Figure 1. The metal 4 layer.
Bar = 100 µm.
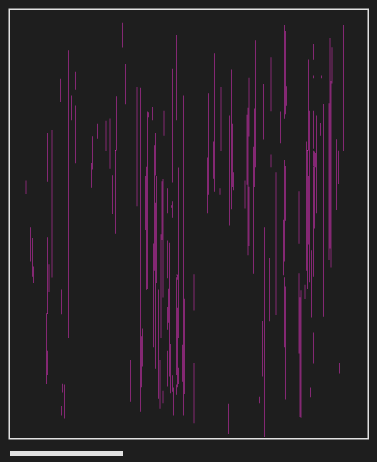
Figure 2. Pin map.
Pins as bars across the die edge, other pins in gray.
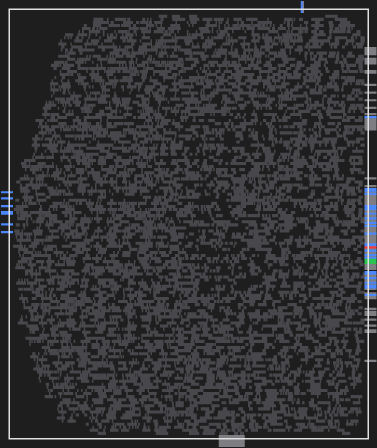
Figure 3. Drive-strength map.
Bar = 100 µm.
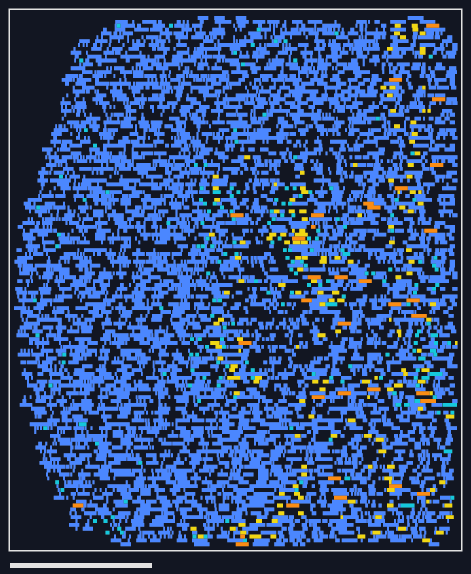
Design ex_muldiv_unit_flat, sky130hd; sources not shown.
==> deck_impl_summary.md <==
Synthesis and Place & Route Summary

Clocking
  • H-tree depth: 1
  • # Post-CTS Setup Buffers: 0
  • Clk sinks: 236
  • Clk buf depth: 3
  • CTS Buf Count: 27
  • CTS tree: yes
  • Cts repair resizes: 0
  • CTS root buf: clkbuf_16
  • Clk_lat worst skew: 600 ps
  • CTS Hold Bufs: 0
  • Clock-pin slew on the worst setup and hold paths: 70 ps

Timing
  • F_max: 99.42 MHz
  • Slew @ Worst Pin: between 1000 and 1500 ps
  • Finish-stage setup viols: 0
  • Final hold violations: 0
  • WHS: ~400 ps
  • RSZ-0062 raised after global routing: no
  • Slew HR: 10.28%
  • Setup tns final: 0 ps
  • Min cycle time layout: 10060 ps
  • Fin crit share: 89.57%
  • Fin. max-slew vios: 0

Floorplan
  • FP Core Util: 45.45%
  • Die area: 120300 µm²
  • Site Rows: between 100 and 150
  • Placeable core area: 116400 µm²
  • I/O pins: between 100 and 150

GRT
  • Largest net degree at the start of global routing: 74
  • Number of global-route vias before repair: between 40k and 50k
  • Met2 usage: 52.26%
  • Global Route met3 Usage: under 10%
  • Gr ovfl total: 0
  • Initial antenna violation count: 5
  • Most crowded layer after global routing: met2
  • Total track usage: between 30% and 40%
  • Met1 usage: between 40% and 50%
  • First-pass GRT wire length: approximately 280 mm

Synthesis
  • Register area share after synthesis: 11.41%
  • Cell taking the most area after synthesis: fa_1
  • Yosys stat cell total: 5923
  • Netlist cell types: 88
  • Synthesized area per cell: roughly 9 µm²
  • Top_reg_cell synth: edfxtp_1
  • Top-area cell share: a little over two fifths
  • Adder Share, Synth: 48.69%
  • Asr flop ratio synth: 0%
  • Ys Warns: 6
  • Complex Gates by Area: roughly 8.3%
  • Top cells by count: inv_1, fa_1, nand2_1, nor2_1, clkbuf_1
  • Post-synth EDFFs: roughly 130
  • Post-synthesis cell area: 52900 µm²
  • Simple-gate share of the synthesized area: 13.62%
  • Post-synth mux share: about 3.0%
  • Synth top cell by count: inv_1
  • Yosys reg bits: 236
  • Chip area in the Yosys report: ~53000 µm²
  • Net Count, Synth: 7377
  • XOR-XNOR Cells, Area Fraction: between 3 and 4%
  • Cells after Synth: roughly 5.9k
  • Dominant cells by area after synthesis: fa_1, inv_1, edfxtp_1
  • Comb area leader: adder cells

Worst setup path
  • Buf/Inv on CP: 7
  • WS Path Type: input port to register
  • CP max-delay cell: fa_1
  • Worst Path Arrival: about 10000 ps
  • CP Max Fanout: 15
  • WP depth: 28
  • Worst stage delay on the critical path: between 500 and 600 ps
  • Critical path endpoint category: register
  • R2R cell count: 29
  • Crit path required time: 11580 ps
  • Type of origin of the critical path: input port
  • Most used cell along the critical path: fa_1
  • Reg2reg setup slack: 1300 ps
  • Cell family with most CP delay: adder cells

Worst hold path
  • Hold Crit Class: register to register
  • Hold path depth: 2

Routing
  • Met3 wire length: 13.76 mm
  • Post-route antenna net violation count: 0
  • TritonRoute pass-1 iters: 5
  • Met2 Wirelength: about 89 mm
  • DRT iter0 DRCs: 3377
  • Met1 wire length: 77.78 mm
  • Drt drc: 0
  • Wire per inst: approximately 25 µm
  • Via density: 5.522
  • Top Layer Used: met5

Placed design
  • Routability cong.: 0.9591
  • Hpwl dp: approximately 160 mm

Run
  • Max cap viols: 0
  • OpenROAD warnings: 32

Layout
  • Share of layout cells above drive strength 1: approximately 6.7%
  • Fin util: between 40 and 50%
  • Final Net Count: about 7.4k

Run status
  • Status: completed
-- Figure 1 (at the start) --
main direction: vertical
nets with wire on the layer: 104
longest straight run: 287 µm
share of all routed wire: 4.7%
wire length on this layer: 8910 µm
DRT Wirelength: 190.0 mm
via count: 41.51k

-- Figure 2 (at the start) --
legend:
  green:
    port: bus_op
    pins: 3
    direction: input
    edge: right
  red:
    port: bus_start
    pins: 1
    direction: input
    edge: right
  blue:
    port: bus_rs_val
    pins: 32
    direction: input
    edge: 24 right, 7 left, 1 top
chip height: 379.6 µm
I/O Buffers: 137
die x size: 317.0 µm

-- Figure 3 (at the start) --
legend:
  orange:
    size: _6 and larger
    cells: 34
  yellow:
    size: _2 cells
    cells: 168
  blue:
    size: _0 and _1 cells
    cells: 5585
  cyan:
    size: _3 and _4 cells
    cells: 198
Final Worst Setup Slack: 1172 ps
Area Overhead vs Synth: 8.415%

[stage by stage]
stage	instance area (µm²)	instances	setup WS, ps
final	57350	7518	1172
after global routing	57340	7514	710.9
after CTS	57340	7514	1302
after detailed placement	56490	7464	664.8
after global placement	56490	7464	735.1
after floorplan	52900	5923	1777
[area by class of cell]
class | instances | area (µm²)
sequential | 236 | 6036
antenna | 4 | 10.01
tap | 1529 | 1913
clock inverter | 23 | 180.2
clock buffer | 27 | 675.6
inverter | 1279 | 4801
timing repair buffer | 322 | 2780
multi-input combinational | 4098 | 40960
fill | 11320 | 59040
[placed cells by master (no fill, tap or decap), types with 14 or more instances in the layout]
cell type        synthesis  layout
a211oi_1                44      44
a21o_1                  63      63
a21oi_1                168     168
a221o_1                 18      18
a221oi_1                28      28
a311oi_1                19      19
a311oi_2                16      16
a31oi_1                 17      17
and2_1                  49      49
buf_4                    5     183
clkbuf_16                0      27
clkdlybuf4s50_1          0     136
dfxtp_1                105     105
edfxtp_1               131     131
fa_1                  1126    1126
ha_1                   257     254
inv_1                 1278    1283
mux2_2                  96      96
mux2i_1                 50      35
mux2i_2                  0      14
nand2_1                945     945
nand2b_1                20      20
nand3_1                 27      27
nand4_1                 30      30
nor2_1                 483     480
nor3_1                  61      60
nor4_1                  16      16
o21a_1                  15      15
o21ai_0                100     100
o31ai_1                 28      28
o41ai_1                 16      16
xnor2_1                153     152
xor2_1                  63      63
[worst register-to-register path: cells and delay by family (launching register included)]
kind                       cells  cell delay [ps]
AOI/OAI and AO/OA              4              980
xor gates and xnor gates       1              410
adders and majority gates     10             5010
buffers and inverters          8             1240
DFF                            1              350
muxes                          1              730
and+or+nand+nor                5             1020
